<file path="config.mk">
export PLATFORM = sky130hd
export DESIGN_NAME = board_row_snapshot
export DESIGN_NICKNAME = d
export VERILOG_FILES = /design/src/rtl/board_pkg.sv /design/src/rtl/row_buffer.sv /design/src/rtl/board_row_snapshot.sv
export SDC_FILE = /design/constraint.sdc
export NUM_CORES = 1
export LEC_CHECK = 0
export CAP_MARGIN = 20
export CORE_MARGIN = 2
export CORE_UTILIZATION = 50
export CTS_CLUSTER_DIAMETER = 150
export CTS_CLUSTER_SIZE = 20
export DETAILED_ROUTE_END_ITERATION = 16
export HOLD_SLACK_MARGIN = 0.12
export PLACE_DENSITY = 0.67
export SYNTH_ARGS = -nofsm -noshare
export SYNTH_HDL_FRONTEND = slang
export SYNTH_HIERARCHICAL = 1
export SYNTH_SLANG_ARGS = --single-unit
</file>
<file path="constraint.sdc">
create_clock -name clk -period 31.7 [get_ports clk]
set_input_delay 3.17 -clock clk [delete_from_list [all_inputs] [get_ports clk]]
set_output_delay 3.17 -clock clk [all_outputs]
set_load 0.02 [all_outputs]
</file>
<file path="src/rtl/board_pkg.sv">
// rtl/board_pkg.sv - shared board geometry, instruction opcodes and row scanner state
// Contents:
//   ROWS, COLS      board geometry
//   opcode values   board memory instruction set
//   scan_state_t    row snapshot scanner states
package board_pkg;

    localparam int ROWS = 20;
    localparam int COLS = 10;

    localparam logic [5:0] NEW_SHAPE   = 6'b011001;
    localparam logic [5:0] MOV_LEFT    = 6'b011010;
    localparam logic [5:0] MOV_RIGHT   = 6'b011011;
    localparam logic [5:0] MOV_DOWN    = 6'b011100;
    localparam logic [5:0] REMOVE_LINE = 6'b011101;
    localparam logic [5:0] GET_ROW     = 6'b011111;

    typedef enum logic [1:0] {
        S_IDLE  = 2'd0,
        S_SCAN  = 2'd1,
        S_DRAIN = 2'd2,
        S_SWAP  = 2'd3
    } scan_state_t;

endpackage

</file>
<file path="src/rtl/row_buffer.sv">
// rtl/row_buffer.sv - two-bank ROWS x COLS occupancy array with registered pixel read
// Ports:
//   clk, rst                      clock, asynchronous active-high clear of both banks
//   i_wr_en/i_wr_bank/i_wr_row    write strobe, bank and row
//   i_wr_data                     row occupancy bits
//   i_rd_bank/i_rd_row/i_rd_col   pixel read address
//   o_rd_pix                      registered pixel, 0 when the address is off the board
module row_buffer #(
    parameter int ROWS = 20,
    parameter int COLS = 10
) (
    input  logic            clk,
    input  logic            rst,
    input  logic            i_wr_en,
    input  logic            i_wr_bank,
    input  logic [4:0]      i_wr_row,
    input  logic [COLS-1:0] i_wr_data,
    input  logic            i_rd_bank,
    input  logic [4:0]      i_rd_row,
    input  logic [3:0]      i_rd_col,
    output logic            o_rd_pix
);

    logic [COLS-1:0] r_mem [2][ROWS];
    logic            r_rd_pix;
    logic            w_wr_ok;
    logic            w_rd_ok;

    assign w_wr_ok = (32'(i_wr_row) < ROWS);
    assign w_rd_ok = (32'(i_rd_row) < ROWS) && (32'(i_rd_col) < COLS);

    always_ff @(posedge clk or posedge rst) begin
        if (rst) begin
            for (int b = 0; b < 2; b++) begin
                for (int r = 0; r < ROWS; r++) begin
                    r_mem[b][r] <= '0;
                end
            end
        end else if (i_wr_en && w_wr_ok) begin
            r_mem[i_wr_bank][i_wr_row] <= i_wr_data;
        end
    end

    always_ff @(posedge clk or posedge rst) begin
        if (rst) begin
            r_rd_pix <= 1'b0;
        end else begin
            r_rd_pix <= w_rd_ok ? r_mem[i_rd_bank][i_rd_row][i_rd_col] : 1'b0;
        end
    end

    assign o_rd_pix = r_rd_pix;

endmodule

</file>
<file path="src/rtl/board_row_snapshot.sv">
// rtl/board_row_snapshot.sv - sweeps board rows via GET_ROW into a double-buffered shadow and flags full lines
// Ports:
//   clk, rst                    clock, asynchronous active-high reset
//   start, busy, done           sweep request, sweep in progress, new frame visible pulse
//   row_req, row_idx, row_data  GET_ROW request/index to board memory, row word returned MEM_LAT later
//   rd_row, rd_col, rd_pix      display read of the front buffer, 1-cycle registered
//   full_mask, full_valid       filled-line mask of the last frame and its pending flag
//   full_ack                    controller consumed full_mask
//   frame_id                    toggles on every buffer swap
module board_row_snapshot #(
    parameter int ROWS    = 20,
    parameter int COLS    = 10,
    parameter int ROW_W   = 32,
    parameter int MEM_LAT = 2
) (
    input  logic             clk,
    input  logic             rst,
    input  logic             start,
    output logic             busy,
    output logic             done,
    output logic             row_req,
    output logic [4:0]       row_idx,
    input  logic [ROW_W-1:0] row_data,
    input  logic [4:0]       rd_row,
    input  logic [3:0]       rd_col,
    output logic             rd_pix,
    output logic [ROWS-1:0]  full_mask,
    output logic             full_valid,
    input  logic             full_ack,
    output logic             frame_id
);

    import board_pkg::*;

    scan_state_t        r_state;
    scan_state_t        w_next;
    logic [4:0]         r_cnt;
    logic [MEM_LAT-1:0] r_pv;
    logic [4:0]         r_pidx [MEM_LAT];
    logic [ROWS-1:0]    r_mask_acc;
    logic [ROWS-1:0]    r_full_mask;
    logic               r_bank;
    logic               r_frame_id;
    logic               r_full_valid;
    logic               r_done;

    logic               w_row_req;
    logic               w_pipe_clear;
    logic               w_cap;
    logic [4:0]         w_cap_idx;
    logic [COLS-1:0]    w_cap_data;
    logic               w_line_full;
    logic               w_rd_bank;
    logic               w_back_bank;
    logic               w_unused_hi;

    // Tail entry of the request pipeline lines up with the memory's returned word.
    assign w_cap       = r_pv[MEM_LAT-1];
    assign w_cap_idx   = r_pidx[MEM_LAT-1];
    assign w_cap_data  = row_data[COLS-1:0];
    assign w_line_full = &w_cap_data;
    assign w_unused_hi = ^row_data[ROW_W-1:COLS];

    assign w_back_bank = ~r_bank;
    // The read registered at the SWAP edge already targets the new front bank,
    // so new-frame pixels appear in the same cycle as done.
    assign w_rd_bank   = (r_state == S_SWAP) ? ~r_bank : r_bank;

    // Only the tail may still be valid: it is written at this edge, so the
    // back buffer is complete by the time SWAP is entered.
    always_comb begin
        w_pipe_clear = 1'b1;
        for (int i = 0; i < MEM_LAT - 1; i++) begin
            if (r_pv[i]) begin
                w_pipe_clear = 1'b0;
            end
        end
    end

    always_comb begin
        w_next    = r_state;
        w_row_req = 1'b0;
        case (r_state)
            S_IDLE: begin
                if (start) begin
                    w_next = S_SCAN;
                end
            end
            S_SCAN: begin
                w_row_req = 1'b1;
                if (r_cnt == 5'(ROWS - 1)) begin
                    w_next = S_DRAIN;
                end
            end
            S_DRAIN: begin
                if (w_pipe_clear) begin
                    w_next = S_SWAP;
                end
            end
            S_SWAP: begin
                w_next = S_IDLE;
            end
            default: begin
                w_next = S_IDLE;
            end
        endcase
    end

    always_ff @(posedge clk or posedge rst) begin
        if (rst) begin
            r_state      <= S_IDLE;
            r_cnt        <= '0;
            r_mask_acc   <= '0;
            r_full_mask  <= '0;
            r_bank       <= 1'b0;
            r_frame_id   <= 1'b0;
            r_full_valid <= 1'b0;
            r_done       <= 1'b0;
        end else begin
            r_state <= w_next;
            r_done  <= (r_state == S_SWAP);

            if (r_state == S_IDLE && start) begin
                r_cnt      <= '0;
                r_mask_acc <= '0;
            end else begin
                if (r_state == S_SCAN) begin
                    r_cnt <= r_cnt + 5'd1;
                end
                if (w_cap) begin
                    r_mask_acc[w_cap_idx] <= w_line_full;
                end
            end

            // A publish beats a coincident acknowledge.
            if (r_state == S_SWAP) begin
                r_bank       <= ~r_bank;
                r_frame_id   <= ~r_frame_id;
                r_full_mask  <= r_mask_acc;
                r_full_valid <= 1'b1;
            end else if (full_ack) begin
                r_full_valid <= 1'b0;
            end
        end
    end

    always_ff @(posedge clk or posedge rst) begin
        if (rst) begin
            r_pv <= '0;
            for (int i = 0; i < MEM_LAT; i++) begin
                r_pidx[i] <= '0;
            end
        end else begin
            r_pv[0]   <= w_row_req;
            r_pidx[0] <= r_cnt;
            for (int i = 1; i < MEM_LAT; i++) begin
                r_pv[i]   <= r_pv[i-1];
                r_pidx[i] <= r_pidx[i-1];
            end
        end
    end

    row_buffer #(
        .ROWS (ROWS),
        .COLS (COLS)
    ) u_row_buffer (
        .clk       (clk),
        .rst       (rst),
        .i_wr_en   (w_cap),
        .i_wr_bank (w_back_bank),
        .i_wr_row  (w_cap_idx),
        .i_wr_data (w_cap_data),
        .i_rd_bank (w_rd_bank),
        .i_rd_row  (rd_row),
        .i_rd_col  (rd_col),
        .o_rd_pix  (rd_pix)
    );

    assign busy       = (r_state != S_IDLE);
    assign done       = r_done;
    assign row_req    = w_row_req;
    assign row_idx    = w_row_req ? r_cnt : 5'd0;
    assign full_mask  = r_full_mask;
    assign full_valid = r_full_valid;
    assign frame_id   = r_frame_id;

endmodule
</file>
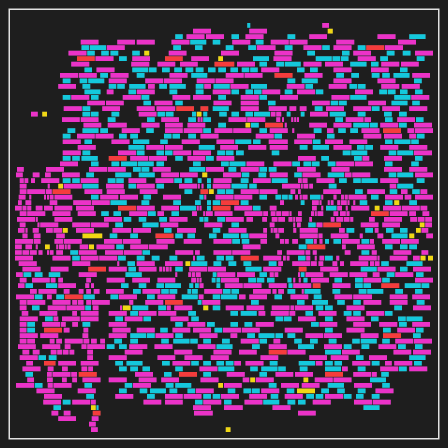
**Above:** run 1 (drive-strength map).
cyan -> drive 2  # cells 547, most used mux2_2
red -> drive 6 and up  # cells 34, most used clkbuf_16
yellow -> drive 3 to 4  # cells 29, most used buf_4
magenta -> drive 1 or less  # cells 777, most used dfrtp_1
post-route standard cell area excluding fillers: 0.0229 mm2
slack of the critical path: 25.89 ns
buffer count excluding the clock tree in the final layout: 83
area added between synthesis and finish: 7.56%

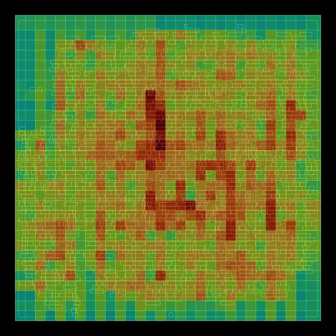
**Above:** run 1 (congestion heat map).
met2 Use GR: 0.356
global-route met3 utilization: 0.0358
global routing usage summed across all routing layers: 0.223
GRT met1 Usage: 0.325
Wirelength per Cell: 24.9 um

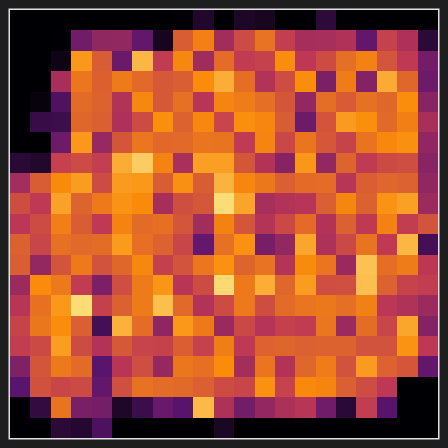
**Above:** run 1 (cell area per tile).
The die is cut into 21 by 21 equal tiles; black is low, pale yellow is high, 0 to 100% covered.
fullest tile = 93%
nearly empty tiles = 12%
mean over tiles = 50%
emptiest ninth of the die = upper left
tiles over 75% full = 12%
core region area: 0.0419 mm2
core occupancy in the finished layout: 0.545

run 1: layer usage:
layer  wire length, um  GRT usage
met2             22600      0.356
met5                 0          0
met1             21800      0.325
met3              2440     0.0358
met4              1140     0.0501
run 1: Yosys cell counts, types with 3 or more instances:
cell type,count
or3b_1,3
o21ai_0,9
nand2_1,12
buf_4,12
nor2_2,26
nor3_1,7
a31oi_1,3
dfrtp_1,464
xor2_1,5
a211oi_1,8
a2111oi_0,6
nand3_1,4
and2_1,8
or3b_2,3
mux4_2,86
a21oi_1,4
buf_6,11
nand4_1,5
inv_1,10
nor2b_1,15
o41ai_2,3
nand3b_1,9
a22oi_1,8
nand2b_1,3
ha_1,5
buf_2,12
mux2_2,422
o211ai_1,21
o41ai_1,18
mux2i_1,28
nor2_1,33
mux4_1,12
clkbuf_1,57
run 1: sequential cells by signal, indices dropped and copies added, names as in the netlist:
name                   count
done                       1
frame_id                   1
full_mask                 20
full_valid                 1
r_bank                     1
r_cnt                      5
r_mask_acc                20
r_pidx                     5
r_pv                       2
r_state                    2
u_row_buffer/o_rd_pix      1
u_row_buffer/r_mem       400
w_cap_idx                  5
run 1: metrics by stage:
step / setup WS, ns / hold slack [ns] / util / power (uW)
detailed placement: 25.28 / 0.336 / 0.527 / 1340
finish: 25.89 / 0.353 / 0.545 / 1670
floorplan: 17.38 / 0.331 / - / 1210
CTS: 25.89 / 0.355 / 0.544 / 1690
global placement: 25.29 / 0.334 / 0.527 / 1320
global route: 25.65 / 0.361 / 0.545 / 1760
run 1: worst reg2reg max path, cell delays in order (launching register included):
cell,delay (ns)
dfrtp_1,0.42
ha_1,0.29
xor2_4,0.67
buf_4,0.78
buf_4,0.86
mux4_4,0.74
mux4_2,0.53
mux2i_1,0.19
o221ai_1,0.15
a21boi_0,0.20
a211oi_1,0.08
run 1: worst max path at each step:
stage | to | from | slack (ns) | depth (start not counted)
after CTS | u_row_buffer/o_rd_pix | rd_row[0] | 25.89 | 9
after floorplan | u_row_buffer/o_rd_pix | rst | 17.38 | 1
final | u_row_buffer/o_rd_pix | rd_row[0] | 25.89 | 9
after global routing | u_row_buffer/r_mem[56] | rst | 25.65 | 4
after global placement | u_row_buffer/o_rd_pix | rd_row[0] | 25.29 | 9
after detailed placement | u_row_buffer/o_rd_pix | rd_row[0] | 25.28 | 9
run 1: final cells by class:
type	count	area, um2	share of cell area
diodes	1	2.50	0.000109
clock buffers	27	676	0.0295
clock inverters	1	16.3	0.000711
inverters	10	45.0	0.00197
multi-input cells	802	9070	0.396
flip-flops and latches	464	11600	0.508
repair buffers	83	783	0.0342
well taps	539	674	0.0295
run 1: cells by family (layout without fill, tap and decap cells):
logic type | Yosys count | in the layout | synth area share
other | 0 | 1 | 0
multiplexers | 550 | 550 | 0.344
buffers and inverters | 110 | 121 | 0.0286
adder cells (fa/ha/maj) | 5 | 5 | 0.00294
flip-flops | 464 | 464 | 0.546
AND-OR/OR-AND | 103 | 103 | 0.0389
XOR/XNOR | 6 | 6 | 0.00247
AND/OR/NAND/NOR | 138 | 138 | 0.0369
run 1: power breakdown:
part           total, uW  switching (uW)  internal (uW)
Sequential           774            65.3            709
Combinational        554             269            285
Clock                342             189            152
Total               1670             524           1150
==> notes.md, run 1 <==
Implementation progress

The library cells used most frequently in the layout, excluding fill and tap cells, are 464 x dfrtp_1, 422 x mux2_2, 86 x mux4_2, 51 x clkdlybuf4s50_1, 33 x nor2_1. STA classifies the critical path startpoint as an input port. The fraction of synthesis flops using an asynchronous set or reset pin stands at 1.00.

The total cell area reported by yosys after synthesis stands at approximately 0.021 mm2. On the critical path, the stage with the largest delay is an instance of buf_4. The share of the yosys chip area belonging to registers stands at 0.546. The longest individual stage delay on the worst path stands at approximately 0.65 ns.

The commonest register cell is dfrtp_1. The residual DRC count stands at 0. The cell sequence reported for the critical path is buf_4 > buf_4 > mux4_2 > mux2i_1 > a221oi_1 > o21ai_0 > a211oi_1 > nor4b_2 > a211oi_1. The total placed cells including tap cells stands at approximately 1,900. Nets still carrying antenna violations after routing amount to 0. By area the synthesized netlist is led by dfrtp_1 55%, mux2_2 22%, mux4_2 9.1%. After synthesis the netlist holds a flip-flop and latch count of ~460. The routed design shows a via density per instance of about 6.2.

The count of clock tree sinks stands at roughly 460. Setup repair after global routing left no endpoint under its margin. The die span in x stands at ~210 um. Of the available clock period, the critical path in the final layout requires 0.183. The number of maximum-capacitance violations stands at 0.

The buffers inserted during post-CTS setup optimization stands at 0. The report shows a maximum critical-path fanout of 37. Along the worst hold path, the cell count comes to 0. In the placement report, post-DP HPWL is listed as between 20 and 30 mm.

The share of synthesized area in the top cell type comes to 0.546. The number of cell instances on the worst register-to-register path stands at 10. On the final layout, the worst clock skew is approximately 0.016 ns. The number of antenna violations at the first check in global routing stands at 0. The areal power density over the cells stands at approximately 73 mW/mm2. The netlist uses approximately 65 different library cells. The synthesized instance count is approximately 1,400. STA lists the startpoint of the worst register-to-register path as r_state[0]. The relative slew slack stands at 0.282. The post-CTS hold buffer count recorded in the log is 0. The top achievable clock speed stands at about 0.17 GHz. The post-synthesis instance area stands at approximately 0.021 mm2.

The via count of the first global-routing pass stands at between 10,000 and 15,000. The sum of buffers and inverters on the critical path stands at 2. The layout has roughly 3,400 filler cells. As logged by OpenROAD, the buffers inserted on ports number 53.

The chip occupies about 0.044 mm2. Per the CTS log, the root buffer master is clkbuf_16. The maximum number of pins on one net before global-route repair stands at ~110.

The last weighted congestion value of the routability-driven placer stands at 0.803. The post-CTS clock slew at the launch and capture registers of the worst setup and hold paths stands at roughly 0.080 ns. The finished design was reported to have a net count of approximately 1,400. The analysis attributes to cell leakage a power of about 0.0099 uW.

Setup slack on the worst reg-to-reg path comes out at roughly 27 ns. The startpoint identified for the worst hold timing path is r_pidx[5]. Per the synthesis report, the dominant area consumer among library cells is dfrtp_1. The post-detailed-placement cell area stands at roughly 0.022 mm2. Per the final timing report, the hold violations number 0. The total of warnings raised by yosys stands at 6. The first-iteration detailed-routing DRC count stands at approximately 730. The path class of the tightest hold or removal check is reg2reg. The peak supply drop stands at slightly below 0.00005 V. Broken down by cell family, the worst path's largest delay share belongs to buffers and inverters. The clock network latency to the later pin of the worst-skew pair stands at roughly 0.58 ns. In this run the critical register-to-register path is captured at u_row_buffer/o_rd_pix. Measured along the y axis, the die boundary spans 210 um. The number of iterations in the first detailed-routing pass stands at 5. Yosys mapped a number of flops with a built-in enable equal to 0.

By instance count after routing, the leading logic cell type is dfrtp_1. For this run, the final setup violation count is recorded as 0. roughly 76 I/O pins were placed. The tool warning count stands at ~54. The buffer levels on the longest clock path stands at 3. The post-route setup TNS stands at 0 ns. The floorplan has 75 rows. TritonCTS built the clock tree. The arrival time of data at the worst endpoint is listed as 6.26 ns. Pins over their slew limit in the final report were tallied at 0. The synthesized netlist was found by Yosys to have between 1,000 and 1,500 cells. After global routing the overflow that remains totals 0.

After layout, the minimum clock period comes to a little under 6 ns. The mean instance size in the synthesized netlist stands at ~15 um2. For hold timing, the worst endpoint is w_cap_idx[0]. The share of the core area taken by cells at floorplan is 0.507.

The worst setup path is captured at a flop. Wires add up to slightly below 50 mm. Data on the critical path is required at its endpoint by approximately 32 ns. The number of gates resized after CTS was 0.

The net count after synthesis is about 1,400. The wire length of the first global-routing pass stands at about 75 mm. The transition time of the tightest slew-check pin stands at around 1.1 ns. The number of vias in the routed layout stands at 11,876. The setup path with the least slack is of type in2reg. The proportion of layout cells with a drive suffix above 1 stands at 0.440. The count of cells in the finished layout, fillers not included, comes to 1,927. Per the TritonCTS log, the buffer count is 27. CTS built an H-tree with a depth of 1.

The run finished with clean final reports.
**Run 1: where the registers sit**

Other sequential cells in the stronger gray, the rest of the logic in the fainter gray.
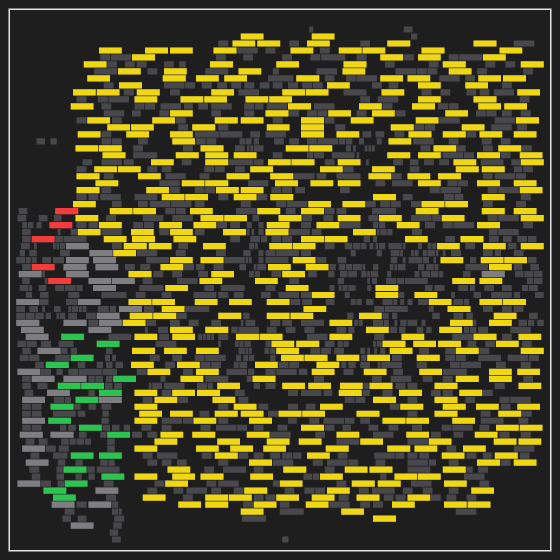

==> inputs of run 2 (changes only) <==
Settings changed: PLACE_DENSITY 0.67 to 0.7.
Clock period 31.7 ns to 4.8 ns, I/O delays scaled along.
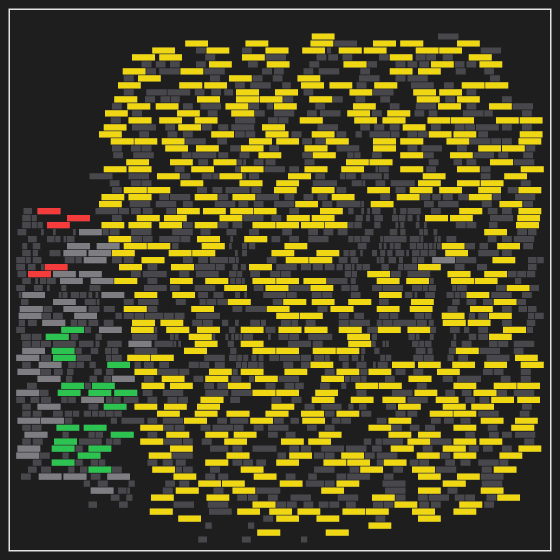
**Above:** run 2 (where the registers sit).
Other sequential cells in the stronger gray, the rest of the logic in the fainter gray.
green -> r_mask_acc  # sequential cells 20, where lower left
red -> r_cnt  # sequential cells 5, where middle left
yellow -> u_row_buffer/r_mem  # sequential cells 400, where all over the die
P_seq: 5110 uW
sequential cell area: 0.0116 mm2
sequential share of cell area: 0.505

==> notes.md, run 2 <==
Implementation progress

Per the CTS log, the root buffer master is clkbuf_16. u_row_buffer/r_mem holds more flip-flops than any other register. STA puts the critical path data required time at approximately 5.3 ns. The flow ran to the end, and the final reports show no timing, DRC or antenna violations. According to the floorplan report, the total die area is roughly 0.044 mm2. The vertical extent of the die stands at about 210 um.

The total of warnings raised by yosys stands at 6. In the final layout, the fill cell count is ~3,400. The remaining global-route overflow stands at 0.

The total placed cells including tap cells stands at 1,900. In this run, synthesis produced a sequential element count of about 460. Leaving out filler cells and counting taps, the final layout contains between 1,500 and 2,000. The buffers inserted during post-CTS setup optimization stands at 0. The most common logic cell in the final layout is dfrtp_1. The sum of routed wire length over all layers stands at about 48 mm. The overall power of the completed layout stands at 11,100 uW.

The routed layout reports a DRC error count of 0. Pin placement for this block handled approximately 76 I/O pins. Per the final layout report, the fraction of cells sized above drive strength 1 comes to 0.443.

The number of gates resized after CTS was 0. The smallest clock period supported by the final layout is computed as 3.33 ns. The buffer levels on the longest clock path stands at 3. The count of antenna diodes in the layout stands at 0.

By instance count, the leading cell after synthesis is dfrtp_1. The via count of the first global-routing pass stands at roughly 13,000. Post-route period utilization is reported as 0.695.

The most used flip-flop cell after synthesis is dfrtp_1. The count of input and output buffers stands at ~53. The number of maximum-capacitance violations stands at 0. In the synthesized netlist, the cells that appear most often are 464 x dfrtp_1, 422 x mux2_2, 86 x mux4_2. The top fanout value on the critical path stands at between 40 and 50.

The final worst clock skew stands at between 0.03 and 0.04 ns. In this run the static leakage power is 0.00996 uW. The number of vias in the routed layout stands at around 12,000. The peak supply drop stands at roughly 0.00035 V. The post-detailed-placement cell area stands at 0.0222 mm2. For the completed layout, the total cell area is recorded as between 0.02 and 0.025 mm2. The number of enable flip-flop cells stands at 0. In this run the cell area of the synthesized design comes to 0.0213 mm2. The relative slew slack stands at 0.238. The floorplan step set the die width to between 200 and 250 um. Total global-route track usage over all layers is 0.222.

The number of H-tree levels stands at 1. For this run, the register share of the synthesized area comes to 0.546. Setup slack on the critical path of the routed design comes to between 1 and 1.5 ns.

Checking hold timing, the worst path is listed with class in2async. The worst setup path is launched from a flop. The post-synthesis to final-layout area growth stands at 8.15%.

The setup-violating endpoint count in the final report stands at 0. After detailed routing, the average wire length per cell comes to ~25 um. For this run, asynchronously set or reset flops after synthesis account for 1.00. The report puts the hold buffer count at CTS at 0. The stage logs contain a warning count of 52. The total CTS buffers stands at 27. The share of synthesized area in the top cell type comes to 0.546. Per the Yosys statistics, synthesis produced 1,376 cells. dfrtp_1 takes more of the synthesized area than any other cell. OpenSTA, run right after detailed placement, puts the worst setup slack at 1.35 ns. The instance tally after logic synthesis stands at 1,376. A synthesized cell averages 15.5 um2. The transition time of the tightest slew-check pin stands at approximately 1.1 ns. After synthesis, the netlist uses 65 different library cells. The antenna violation net count after detailed routing stands at 0. The critical path arrival stands at approximately 3.8 ns. Setup repair after global routing left no endpoint under its margin.
-- run 2: cell type report --
type / instances / area share
Timing Repair Buffer: 90 / 0.0398
Tap cell: 539 / 0.0293
Multi-Input combinational cell: 802 / 0.394
Clock inverter: 1 / 0.000707
Inverter: 10 / 0.00180
Sequential cell: 464 / 0.505
Clock buffer: 27 / 0.0294
-- run 2: where the power goes --
group	switching, uW	internal, uW
logic	1780	1930
clock network	1250	1010
registers	426	4680
-- run 2: routing by layer --
metal	GRT usage	vias to the layer above	wire (um)
met3	0.0353	71	2110
met1	0.322	6546	22100
met4	0.0663	0	1450
met2	0.349	256	22200
li1	-	5164	-
met5	0	-	0
-- run 2: critical path: stages, from the launching register on --
cell	delay, ns
dfrtp_1	0.43
ha_1	0.28
xor2_4	0.26
buf_12	0.35
mux4_1	0.62
mux4_2	0.54
a221oi_2	0.28
a211oi_1	0.09
nor4b_2	0.26
a211oi_1	0.08
-- run 2: metrics by stage --
| stage | setup TNS (ns) | hold slack, ns | utilization |
|---|---|---|---|
| detailed placement | 0 | 0.336 | 0.530 |
| global placement | 0 | 0.332 | 0.529 |
| global route | 0 | 0.193 | 0.548 |
| CTS | 0 | 0.355 | 0.547 |
| finish | 0 | 0.203 | 0.548 |
| floorplan | -432.98 | 0.331 | - |
-- run 2: path summary, 6_finish.rpt --
kind / startpoint / to / slack [ns] / depth (start not counted)
min in group clk: r_pidx[6] / w_cap_idx[1] / 0.35 / 0
setup / recovery: r_state[1] / u_row_buffer/o_rd_pix / 1.47 / 9
hold / removal: rst / u_row_buffer/r_mem[127] / 0.20 / 2
hold reg to reg: r_pidx[6] / w_cap_idx[1] / 0.35 / 0
setup reg to reg: r_state[1] / u_row_buffer/o_rd_pix / 1.47 / 9
max in group asynchronous: rst / u_row_buffer/r_mem[246] / 3.45 / 4
-- run 2: cell families after synthesis --
logic type | synth area share
mux | 0.344
flops | 0.546
compound gates | 0.0389
xor+xnor | 0.00247
simple gates | 0.0369
fa+ha+maj | 0.00294
buf+inv | 0.0286
**Run 2: drive-strength map**

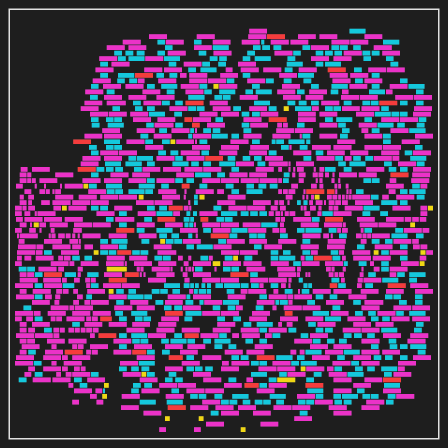

==> inputs of run 3 (changes only) <==
Settings changed: PLACE_DENSITY 0.7 to 0.67.
Clock period 4.8 ns to 3.5 ns, I/O delays scaled along.
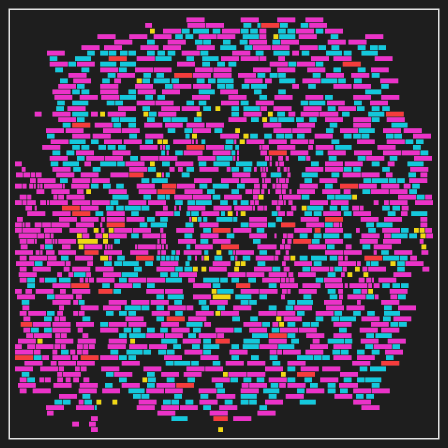
**Above:** run 3 (drive-strength map).
cyan -> drive 2  # cells 547, most used mux2_2
magenta -> drive 1 or less  # cells 777, most used dfrtp_1
red -> drive 6 and up  # cells 37, most used clkbuf_16
yellow -> drive 3 to 4  # cells 62, most used buf_4
post-route standard cell area excluding fillers: 0.0232 mm2
slack of the critical path: 0.258 ns
buffer count excluding the clock tree in the final layout: 118
area added between synthesis and finish: 9.11%

==> notes.md, run 3 <==
Implementation progress

The vertical die dimension reported for this design is approximately 210 um. The final non-filler cell total stands at 1,962. Checking hold timing, the worst path is listed with class in2async.

Setup repair after global routing left no endpoint under its margin. The detailed-route wire length per cell stands at 25.2 um. For this run, design rule violations remaining after detail routing come to 0.

By count the netlist is led by 464 x dfrtp_1, 422 x mux2_2, 86 x mux4_2. The buffers inserted during post-CTS setup optimization stands at 0. Yosys mapped a number of flops with a built-in enable equal to 0. The total CTS buffers stands at 27.

The top cell type in the final layout, fill and taps aside, is dfrtp_1. The area fraction in and, or, nand and nor cells after synthesis stands at 0.0369. For the finished layout, the period the worst path requires is 3.24 ns. The count of clock tree sinks stands at 464. The total of hold buffers inserted after clock tree synthesis stands at 0. The clock reaches the later pin of the worst-skew pair after about 0.58 ns. After layout, the setup clock skew is reported as between 0.015 and 0.02 ns. The remaining global-route overflow stands at 0. The synthesized netlist occupies a cell area of about 0.021 mm2. The areal power density over the cells stands at 663 mW/mm2. Per the OpenROAD power report, leakage power amounts to ~0.010 uW. The die span in x stands at between 200 and 250 um. In this run the count of I/O pins placed on the die edge is approximately 76.

Pins over their slew limit in the final report were tallied at 0. The total cell area reported by yosys after synthesis stands at 0.0213 mm2. The final clock period utilization by the worst path stands at 0.926. After synthesis, the share of flip-flops with an asynchronous set or reset is 1.00.

STA classifies the critical path endpoint as a flop. At the pin with the least slew margin, the transition time is roughly 1.0 ns. The most numerous cell type found on the critical path is a211oi_1. The highest clock rate this design can be run at is a little over 0.3 GHz.

The number of vias in the routed layout stands at approximately 12,000. The setup-violating endpoint count in the final report stands at 0. The OpenROAD report gives the critical path a data arrival time of ~3.7 ns. Listed in order, past its start point the critical path passes ha_1 > xor2_4 > buf_12 > buf_4 > mux4_2 > mux2i_1 > o21ai_0 > a221oi_2 > a211oi_1 > nor4b_2 > a211oi_1. Across all stage logs, warnings added up to around 52. The post-cts sizing count stands at 0. The number of antenna violations at the first check in global routing is 1.

The mean instance size in the synthesized netlist stands at about 15 um2. The placement summary gives the final routability congestion estimate as just under 0.9. The die covers between 0.04 and 0.05 mm2. The flow ran to the end, and the final reports show no timing, DRC or antenna violations. The via count normalized by instance count stands at ~6. The share of the yosys chip area belonging to registers stands at 0.546. Checking max transition, the worst relative margin is 0.334. Per the CTS log, the root buffer master is clkbuf_16. The via count of the first global-routing pass stands at 12,651. Once iteration 0 of detailed routing completed, the report listed 707 DRC markers. In this run, the synthesized area fraction spent on AND-OR/OR-AND gates is recorded as 0.0389. In the final layout, the share of cells above drive strength 1 is 0.454. The total number of placement rows stands at around 75. The largest single stage delay on the critical path is 0.54 ns. The synthesized netlist contains around 65 unique library cells. The net count entering floorplan stands at around 1,400. In this run the number of H-tree levels came out at 1. By area the synthesized netlist is led by dfrtp_1 55%, mux2_2 22%, mux4_2 9.1%.

The buffer levels on the longest clock path stands at 3. Per the STA report, the cell with the highest stage delay on the worst path is mux4_2. The antenna violation net count after detailed routing stands at 0.

The number of flip-flops in the largest register stands at 400. The detailed router reported a total wirelength of roughly 49 mm. The number of hold violations in the final report stands at 0. Ranking logic cells in the layout by count gives the top entries 464 x dfrtp_1, 422 x mux2_2, 86 x mux4_2, 58 x buf_4, 51 x clkdlybuf4s50_1.

The initial utilization of the core area, before any placement, comes to 0.507. The number of iterations in the first detailed-routing pass stands at 4. The worst setup path is launched from a flop. The peak supply drop stands at 0.000635 V. The adder-cell area share of the yosys netlist stands at 0.00294. The number of maximum-capacitance violations stands at 0.

The top fanout value on the critical path stands at 35. In the post-synthesis netlist, the cell with the most instances is dfrtp_1. Adding up every negative setup slack in the final design gives 0 ns. TritonCTS built the clock tree. The multiplexer fraction of the synthesized cell area stands at 0.344. The wire length of the first global-routing pass stands at roughly 77 mm. Per the synth stats, the flop cell with the highest instance count is dfrtp_1. The synth_stat.txt file lists the number of cells as ~1,400.

The fraction of the core area covered by cells at the end of the flow stands at 0.553. After the last flow step, the layout net total stands at roughly 1,500. The count of antenna diodes in the layout stands at 0. The instance tally after logic synthesis stands at 1,376. The biggest area contributor in the post-synthesis netlist is dfrtp_1. The maximum number of pins on one net before global-route repair stands at around 80. The total of warnings raised by yosys stands at 6. Of the post-synthesis cell area, the dominant cell type holds 0.546. Counting flops per register, the top entry is u_row_buffer/r_mem. The floorplan step defined a core boundary enclosing roughly 0.042 mm2.
run 3: cell counts after synthesis:
No cell type changed its count.
run 3: area by class of cell:
| class | instances | area, um2 |
|---|---|---|
| fill | 3412 | 18700 |
| multi-input combinational | 802 | 9070 |
| inverter | 10 | 41.3 |
| sequential | 464 | 11600 |
| clock buffer | 27 | 676 |
| timing repair buffer | 118 | 1110 |
| tap | 539 | 674 |
| clock inverter | 2 | 25.0 |
run 3: final timing paths:
path | cells past startpoint | slack [ns] | endpoint | from
hold / removal | 2 | 0.24 | u_row_buffer/r_mem[327] | rst
min in group clk | 3 | 0.35 | full_valid | full_ack
setup reg to reg | 11 | 0.26 | u_row_buffer/o_rd_pix | r_state[0]
hold reg to reg | 0 | 0.35 | w_cap_idx[0] | r_pidx[5]
setup / recovery | 11 | 0.26 | u_row_buffer/o_rd_pix | r_state[0]
max in group asynchronous | 4 | 2.29 | u_row_buffer/r_mem[56] | rst
run 3: logic make-up after synthesis:
group	after synthesis
XOR/XNOR	6
AND-OR/OR-AND	103
buffers and inverters	110
multiplexers	550
flip-flops	464
adder cells (fa/ha/maj)	5
AND/OR/NAND/NOR	138
run 3: stage by stage:
stage	total power, uW	cell area (um2)	hold slack, ns
2_1_floorplan	11000	21300	0.331
3_3_place_gp	12300	22500	0.334
3_5_place_dp	12400	22500	0.337
4_1_cts	15500	23200	0.237
5_1_grt	16100	23200	0.268
6_report	15400	23200	0.235
run 3: worst max-delay path: cells and delay by family, from the launching register on:
family	cells	cell delay [ns]
mux	2	0.82
buf+inv	2	0.59
compound gates	4	0.51
flops	1	0.42
fa+ha+maj	1	0.29
simple gates	1	0.26
xor+xnor	1	0.21
run 3: metal layers:
layer	global-route usage	routed length, um	vias up
li1	-	-	5223
met2	0.364	23100	232
met1	0.344	23400	6591
met3	0.0289	1860	47
met5	0	0	-
met4	0.0501	1050	0
run 3: power by group:
part	total (uW)	switching, uW	internal (uW)
clock network	3130	1750	1390
registers	6990	569	6420
logic	5260	2490	2770
No activity file was given, so power comes from the tool's default toggle rates.
